Run 1, clock routing:
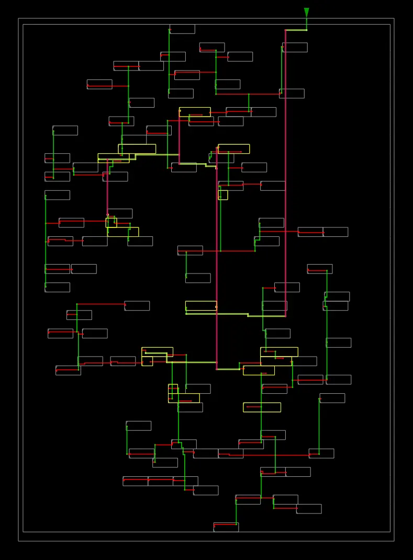
Run 1, clock distribution:
Scale bar: 20 um.
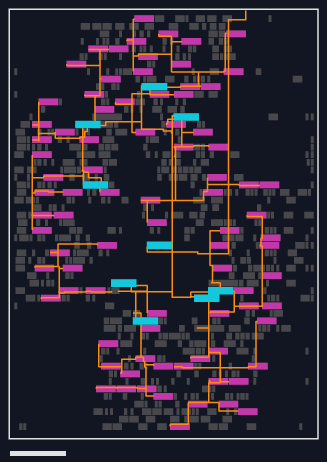
Run 1, the metal 4 layer:
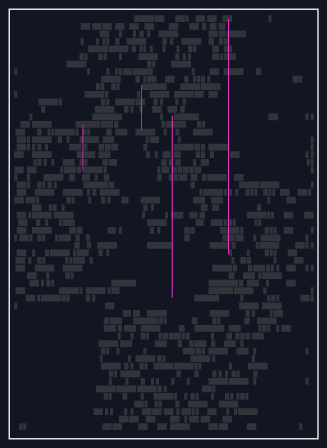
Run 1, cell classes on the final placement:
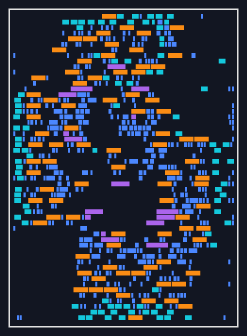
===== config.mk =====
export PLATFORM = sky130hd
export DESIGN_NAME = branch_cmp_pipe
export DESIGN_NICKNAME = d
export VERILOG_FILES = /design/src/rtl/cmp_pkg.sv /design/src/rtl/cmp_eval.sv /design/src/rtl/branch_cmp_pipe.sv
export SDC_FILE = /design/constraint.sdc
export NUM_CORES = 1
export LEC_CHECK = 0
export CAP_MARGIN = 5
export CORE_ASPECT_RATIO = 1.4
export CORE_UTILIZATION = 25
export DETAILED_ROUTE_END_ITERATION = 8
export PLACE_DENSITY = 0.58
export SYNTH_ARGS = -nofsm -noshare
export SYNTH_HDL_FRONTEND = slang
export SYNTH_SLANG_ARGS = --single-unit

===== constraint.sdc =====
create_clock -name clk -period 5.9 [get_ports clk]
set_clock_uncertainty 0.05 [all_clocks]
set_input_delay 1.475 -clock clk [delete_from_list [all_inputs] [get_ports clk]]
set_output_delay 1.475 -clock clk [all_outputs]
set_load 0.03 [all_outputs]

===== src/rtl/cmp_pkg.sv =====
// Shared definitions for the branch-compare pipeline: compare-mode encodings,
// flag bit positions inside out_flags, and the mode and statistics widths.
package cmp_pkg;

  localparam int CMP_MODE_W = 3;
  localparam int CMP_FLAG_W = 5;
  localparam int CMP_CNT_W  = 32;

  typedef enum logic [CMP_MODE_W-1:0] {
    CMP_EQ  = 3'd0,
    CMP_NE  = 3'd1,
    CMP_LTZ = 3'd2,
    CMP_LEZ = 3'd3,
    CMP_GTZ = 3'd4,
    CMP_GEZ = 3'd5,
    CMP_LT  = 3'd6,
    CMP_LTU = 3'd7
  } cmp_mode_e;

  // out_flags = {eq, lt_s, lt_u, a_zero, a_neg}
  localparam int FLAG_EQ     = 4;
  localparam int FLAG_LT_S   = 3;
  localparam int FLAG_LT_U   = 2;
  localparam int FLAG_A_ZERO = 1;
  localparam int FLAG_A_NEG  = 0;

endpackage


===== src/rtl/cmp_eval.sv =====
// Combinational flag and condition evaluation for one operand pair.
// All flags are produced every cycle; mode only selects which condition drives taken.
module cmp_eval
  import cmp_pkg::*;
#(
  parameter int WIDTH = 32
) (
  input  logic [WIDTH-1:0]      a,
  input  logic [WIDTH-1:0]      b,
  input  logic [CMP_MODE_W-1:0] mode,
  output logic                  taken,
  output logic [CMP_FLAG_W-1:0] flags
);

  logic eq;
  logic lt_s;
  logic lt_u;
  logic a_zero;
  logic a_neg;

  assign eq     = (a == b);
  // Signed compare on the full operands cannot overflow, unlike a subtract-and-test-sign.
  assign lt_s   = ($signed(a) < $signed(b));
  assign lt_u   = (a < b);
  assign a_zero = (a == '0);
  assign a_neg  = a[WIDTH-1];

  always_comb begin
    flags              = '0;
    flags[FLAG_EQ]     = eq;
    flags[FLAG_LT_S]   = lt_s;
    flags[FLAG_LT_U]   = lt_u;
    flags[FLAG_A_ZERO] = a_zero;
    flags[FLAG_A_NEG]  = a_neg;

    taken = 1'b0;
    case (cmp_mode_e'(mode))
      CMP_EQ:  taken = eq;
      CMP_NE:  taken = !eq;
      CMP_LTZ: taken = a_neg;
      CMP_LEZ: taken = a_neg || a_zero;
      CMP_GTZ: taken = !a_neg && !a_zero;
      CMP_GEZ: taken = !a_neg;
      CMP_LT:  taken = lt_s;
      CMP_LTU: taken = lt_u;
      default: taken = 1'b0;
    endcase
  end

endmodule


===== src/rtl/branch_cmp_pipe.sv =====
// Two-stage branch-condition pipeline with a tag pass-through and flush.
// Optional taken-result counter compiled in with BRANCH_CMP_STATS_EN.
module branch_cmp_pipe
  import cmp_pkg::*;
#(
  parameter int WIDTH = 32,
  parameter int TAG_W = 5
) (
  input  logic                  clk,
  input  logic                  reset,
  input  logic                  in_valid,
  output logic                  in_ready,
  input  logic [WIDTH-1:0]      in_a,
  input  logic [WIDTH-1:0]      in_b,
  input  logic [CMP_MODE_W-1:0] in_mode,
  input  logic [TAG_W-1:0]      in_tag,
  input  logic                  flush,
  output logic                  out_valid,
  input  logic                  out_ready,
  output logic                  out_taken,
  output logic [CMP_FLAG_W-1:0] out_flags,
  output logic [TAG_W-1:0]      out_tag,
  output logic [CMP_CNT_W-1:0]  taken_cnt
);

  // Handshake: a transfer happens on a rising edge where valid && ready;
  // valid never depends on ready, and once raised the offered data holds
  // until the transfer. Both stages use pass-through ready.

  logic                  s1_valid_q, s1_valid_d;
  logic [WIDTH-1:0]      s1_a_q, s1_a_d;
  logic [WIDTH-1:0]      s1_b_q, s1_b_d;
  logic [CMP_MODE_W-1:0] s1_mode_q, s1_mode_d;
  logic [TAG_W-1:0]      s1_tag_q, s1_tag_d;

  logic                  s2_valid_q, s2_valid_d;
  logic                  s2_taken_q, s2_taken_d;
  logic [CMP_FLAG_W-1:0] s2_flags_q, s2_flags_d;
  logic [TAG_W-1:0]      s2_tag_q, s2_tag_d;

  logic                  s1_adv;
  logic                  s2_adv;
  logic                  accept;
  logic                  eval_taken;
  logic [CMP_FLAG_W-1:0] eval_flags;

  cmp_eval #(
    .WIDTH (WIDTH)
  ) u_eval (
    .a     (s1_a_q),
    .b     (s1_b_q),
    .mode  (s1_mode_q),
    .taken (eval_taken),
    .flags (eval_flags)
  );

  assign s2_adv   = !s2_valid_q || out_ready;
  assign s1_adv   = !s1_valid_q || s2_adv;
  assign in_ready = !reset && !flush && s1_adv;
  assign accept   = in_valid && in_ready;

  always_comb begin
    s1_valid_d = s1_valid_q;
    s1_a_d     = s1_a_q;
    s1_b_d     = s1_b_q;
    s1_mode_d  = s1_mode_q;
    s1_tag_d   = s1_tag_q;
    s2_valid_d = s2_valid_q;
    s2_taken_d = s2_taken_q;
    s2_flags_d = s2_flags_q;
    s2_tag_d   = s2_tag_q;

    if (flush) begin
      s1_valid_d = 1'b0;
      s2_valid_d = 1'b0;
    end else begin
      if (s1_adv) begin
        s1_valid_d = accept;
        if (accept) begin
          s1_a_d    = in_a;
          s1_b_d    = in_b;
          s1_mode_d = in_mode;
          s1_tag_d  = in_tag;
        end
      end
      // Output registers only change on a load, so a stalled result stays put.
      if (s2_adv) begin
        s2_valid_d = s1_valid_q;
        if (s1_valid_q) begin
          s2_taken_d = eval_taken;
          s2_flags_d = eval_flags;
          s2_tag_d   = s1_tag_q;
        end
      end
    end
  end

  always_ff @(posedge clk) begin
    if (reset) begin
      s1_valid_q <= 1'b0;
      s1_a_q     <= '0;
      s1_b_q     <= '0;
      s1_mode_q  <= '0;
      s1_tag_q   <= '0;
      s2_valid_q <= 1'b0;
      s2_taken_q <= 1'b0;
      s2_flags_q <= '0;
      s2_tag_q   <= '0;
    end else begin
      s1_valid_q <= s1_valid_d;
      s1_a_q     <= s1_a_d;
      s1_b_q     <= s1_b_d;
      s1_mode_q  <= s1_mode_d;
      s1_tag_q   <= s1_tag_d;
      s2_valid_q <= s2_valid_d;
      s2_taken_q <= s2_taken_d;
      s2_flags_q <= s2_flags_d;
      s2_tag_q   <= s2_tag_d;
    end
  end

  assign out_valid = s2_valid_q;
  assign out_taken = s2_taken_q;
  assign out_flags = s2_flags_q;
  assign out_tag   = s2_tag_q;

`ifdef BRANCH_CMP_STATS_EN
  logic [CMP_CNT_W-1:0] cnt_q, cnt_d;

  // A result consumed in the same cycle as a flush still counts: the consumer took it.
  always_comb begin
    cnt_d = cnt_q;
    if (out_valid && out_ready && out_taken && (cnt_q != {CMP_CNT_W{1'b1}})) begin
      cnt_d = cnt_q + 1'b1;
    end
  end

  always_ff @(posedge clk) begin
    if (reset) begin
      cnt_q <= '0;
    end else begin
      cnt_q <= cnt_d;
    end
  end

  assign taken_cnt = cnt_q;
`else
  assign taken_cnt = '0;
`endif

endmodule


==> reports/qor.csv, run 1 <==
stage,metric,value,unit
synth,synth top area cells,"dfxtp_1 41%, nand2_1 15%, a21oi_1 11%, ha_1 9.7%, buf_4 5.8%",
global_route,vias in the first global route,3312,
worst_setup_path,CP endpoint kind,output pin,
global_route,largest net degree at the start of global routing,87,
status,status,"complete, no violations",
layout,register area,0.001702,mm2
synth,Netlist cell types,36,
clocking,post_cts resized,0,
clocking,H-tree depth,3,
sta,hold slack final,0.4015,ns
floorplanning,Die X,110.6,um
synth,predominant post-synthesis flop cell,dfxtp_1,
sta,final setup violation count,0,
global_route,GRT Util Overall,0.1247,
synth,synthesized area,0.004131,mm2
clocking,clk slew on worst S/H paths,0.07,ns
clocking,setup bufs post-CTS,0,
sta,Fin. Hold Viols,0,
sta,Slew HR,0.3678,
worst_setup_path,CP max FO,5,
## Picture notes: 'clock routing'
Clk. pwr: 0.659 mW
worst-skew pair later-pin latency: 0.34 ns
Sink Count: 85
CLK BUF: 9

## Picture notes: 'clock distribution'
clock wires: shown in orange, length 1210 um. flip-flops: shown in magenta, count 85. clock drivers: shown in cyan, count 9.
Position of the flops: widely spread.

## Picture notes: 'the metal 4 layer'
The longest straight run is 84.3 um. The layer carries 182 um of wire. 2 nets have wire on it. The layer holds 1.8% of the routed length. The wires run mostly vertical.
vias post-DR: 3609
Post-Route WL: 10.35 mm

## Picture notes: 'cell classes on the final placement'
sequential cells: shown in orange, cells 85, share of their area 33%. clock drivers and dummy loads: shown in purple, cells 16, share of their area 6.7%. remaining buffers and delay cells: shown in cyan, cells 93, share of their area 18%. combinational and other logic: shown in blue, cells 429, share of their area 43%.
cell area after layout: 0.005414 mm2
FP Rows: 55

==> run 1: stage by stage <==
stage	instances	instance area [um2]
CTS	822	5414
finish	822	5414
global placement	806	5066
global route	822	5414
floorplan	573	4248
detailed placement	806	5066
==> run 1: layer usage <==
metal  vias up  track usage
met4         0      0.05333
met5         -            0
met3        12      0.02247
li1       1904            -
met2        77       0.2135
met1      1616       0.1526
==> run 1: final cells by class <==
type | instances | area share
inverters | 36 | 0.02496
repair buffers | 93 | 0.1692
multi-input cells | 393 | 0.3813
flip-flops and latches | 85 | 0.3143
clock buffers | 9 | 0.04160
well taps | 199 | 0.04599
clock inverters | 7 | 0.02265
==> run 1: cell families after synthesis <==
group / share of synthesized area
AND/OR/NAND/NOR: 0.2177
flip-flops: 0.4119
buffers and inverters: 0.1175
other: 0.0009077
adder cells (fa/ha/maj): 0.09691
AND-OR/OR-AND: 0.1551
==> run 1: worst max-delay path, cell delays in order <==
cell and delay (ns):
clkdlybuf4s50_1 0.46, nor2b_1 0.09, a211oi_1 0.42, clkdlybuf4s50_1 0.75
==> run 1: worst paths after layout <==
check,from,end,slack (ns),cells past startpoint
setup / recovery,out_ready,in_ready,1.18,4
hold / removal,s1_tag_q[3]$_SDFFE_PP0P_,out_tag[3]$_SDFFE_PP0P_,0.40,2
setup reg to reg,out_valid$_SDFFE_PP0P_,s1_b_q[28]$_SDFFE_PP0P_,3.45,6
hold reg to reg,s1_tag_q[3]$_SDFFE_PP0P_,out_tag[3]$_SDFFE_PP0P_,0.40,2
==> run 1: sequential cells by signal, summed over array words and instances (netlist names) <==
signal / flops
out_flags: 5
out_valid: 1
s1_valid_q: 1
s1_b_q: 32
out_taken: 1
s1_mode_q: 3
out_tag: 5
s1_tag_q: 5
s1_a_q: 32
==> run 1: where the power goes <==
group          switching [mW]  internal (mW)  total, mW
combinational           0.116         0.0876      0.203
sequential             0.0124          0.592      0.604
clock                   0.243          0.416      0.659
total                   0.371           1.10       1.47
==> run 1: cell usage in the layout (no fill, tap or decap), types with 3 or more instances in the layout <==
| cell type | count |
|---|---|
| o21ai_0 | 8 |
| nor3_1 | 5 |
| inv_1 | 36 |
| clkdlybuf4s50_1 | 88 |
| nand4_1 | 11 |
| a21oi_1 | 92 |
| nand2_1 | 164 |
| ha_1 | 32 |
| dfxtp_1 | 85 |
| bufinv_16 | 3 |
| a21o_1 | 3 |
| clkbuf_16 | 9 |
| conb_1 | 32 |
| nand3_1 | 7 |
| buf_4 | 4 |
| nor4_1 | 13 |
Run 1, routed metal per tile:
The die is cut into 22 by 31 equal tiles; dark blue is low, red is high, scaled to the fullest tile. Values are wire area over tile area, all layers added.
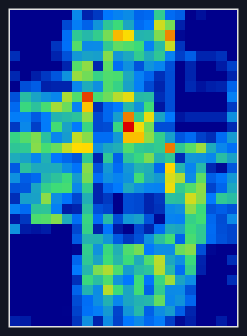

## Run 2: what changed since run 1
==> constraint.sdc (replaced) <==
create_clock -name clk -period 4.95 [get_ports clk]
set_clock_uncertainty 0.05 [all_clocks]
set_input_delay 1.2375 -clock clk [delete_from_list [all_inputs] [get_ports clk]]
set_output_delay 1.2375 -clock clk [all_outputs]
set_load 0.03 [all_outputs]
Run 2, routed metal per tile:
The die is cut into 22 by 31 equal tiles; dark blue is low, red is high, scaled to the fullest tile. Values are wire area over tile area, all layers added.
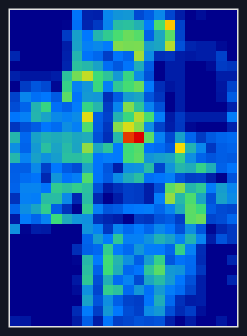
The emptiest ninth of the die: bottom left. The fullest tile reaches 0.46. The mean over all tiles is 0.093. 24% of the tiles are nearly empty. 6.3% of the tiles are over half the peak.
vias post-DR: 3579
Post-Route WL: 10.21 mm
WL per Instance: 12.44 um

Run 2, cell classes on the final placement:
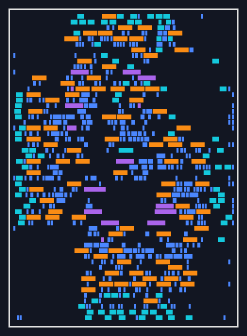
remaining buffers and delay cells: shown in cyan, cells 93, share of their area 18%. sequential cells: shown in orange, cells 85, share of their area 33%. clock drivers and dummy loads: shown in purple, cells 15, share of their area 6.1%. combinational and other logic: shown in blue, cells 429, share of their area 43%.

==> reports/qor.csv, run 2 <==
stage,metric,value,unit
global_route,GRT Util Overall,0.1219,
layout,non-filler instance count after layout,821,
clocking,clk slew on worst S/H paths,0.06,ns
synth,synthesized area,0.004131,mm2
clocking,Sink Count,85,
worst_setup_path,CP max FO,5,
worst_setup_path,slowest cell delay on critical path,0.75,ns
worst_setup_path,critical path's slowest cell,clkdlybuf4s50_1,
clocking,H-tree depth,3,
synth,synth top area cells,"dfxtp_1 41%, nand2_1 15%, a21oi_1 11%, ha_1 9.7%, buf_4 5.8%",
global_route,vias in the first global route,3369,
clocking,setup bufs post-CTS,0,
status,status,"complete, no violations",
worst_setup_path,CP endpoint kind,output pin,
clocking,worst-skew pair later-pin latency,0.33,ns
clocking,post_cts resized,0,
sta,RSZ-0062 raised after global routing,false,
sta,Slew HR,0.3663,
worst_setup_path,CP Cell Sequence,"clkdlybuf4s50_1, nor2b_1, a211oi_1, clkdlybuf4s50_1",
worst_setup_path,CP dominant cell by count,clkdlybuf4s50_1,
synth,predominant post-synthesis flop cell,dfxtp_1,
sta,final setup violation count,0,
layout,biggest regs,"s1_a_q (32), s1_b_q (32)",
Run 2, sequential cells colored by netlist name:
Other sequential cells in the stronger gray, the rest of the logic in the fainter gray.
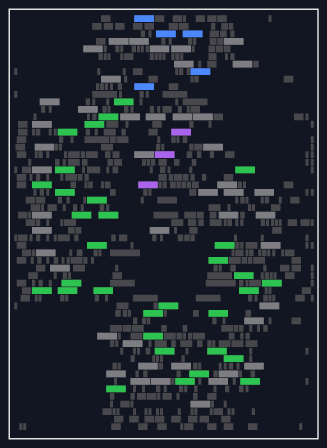
out_tag: shown in blue, flops 5, where top middle. s1_a_q: shown in green, flops 32. s1_mode_q: shown in purple, flops 3.

run 2: cell type report:
cell class                      instances  area (um2)  area share
Clock buffer                           10       239.0     0.04432
Multi-Input combinational cell        393        2064      0.3828
Clock inverter                          5       75.07     0.01392
Timing Repair Buffer                   93       928.4      0.1722
Inverter                               36       135.1     0.02506
Tap cell                              199       249.0     0.04617
Sequential cell                        85        1702      0.3155
run 2: path summary, 6_finish.rpt:
path                             from                       to  slack (ns)  cells after the start
min reg2reg  s1_tag_q[0]$_SDFFE_PP0P_  out_tag[0]$_SDFFE_PP0P_        0.40                      2
max reg2reg   s1_a_q[31]$_SDFFE_PP0P_   out_taken$_SDFFE_PP0P_        2.56                      7
max                         out_ready                 in_ready        0.70                      4
min          s1_tag_q[0]$_SDFFE_PP0P_  out_tag[0]$_SDFFE_PP0P_        0.40                      2
run 2: routing by layer:
metal  global-route usage  vias to the layer above  routed length, um
li1                     -                     1893                  -
met1               0.1434                     1588               4505
met2               0.2180                       89               5202
met3              0.02404                        9                352
met4              0.04381                        0                150
met5                    0                        -                  0
run 2: worst max-delay path: cells and delay by family:
family / cells / cell delay [ns]
AND-OR/OR-AND: 1 / 0.40
buffers and inverters: 2 / 1.22
AND/OR/NAND/NOR: 1 / 0.09
run 2: power breakdown:
group | switching (mW) | internal [mW] | total [mW]
combinational | 0.137 | 0.105 | 0.242
sequential | 0.0145 | 0.705 | 0.720
clock | 0.266 | 0.450 | 0.716
total | 0.417 | 1.26 | 1.68
run 2: metrics by stage:
step                hold slack (ns)  power (mW)  area [um2]    util  worst slack, ns
finish                       0.4023       1.678        5393  0.3335           0.7026
global route                 0.4161       1.762        5393  0.3335           0.5982
CTS                          0.4048       1.708        5393  0.3335           0.7071
detailed placement           0.3958      0.9814        5079  0.3140           0.7375
global placement             0.3896      0.9804        5079  0.3140           0.7007
floorplan                    0.3822      0.8956        4248       -            1.429
run 2: kinds of logic (layout without fill, tap and decap cells):
logic type | Yosys count | count (layout) | synth area share
and+or+nand+nor | 212 | 212 | 0.2177
AOI/OAI and AO/OA | 117 | 117 | 0.1551
buffers and inverters | 95 | 144 | 0.1175
DFF | 85 | 85 | 0.4119
adders and majority gates | 32 | 32 | 0.09691
other | 1 | 32 | 0.0009077
Power is estimated from default activity; no workload was simulated.
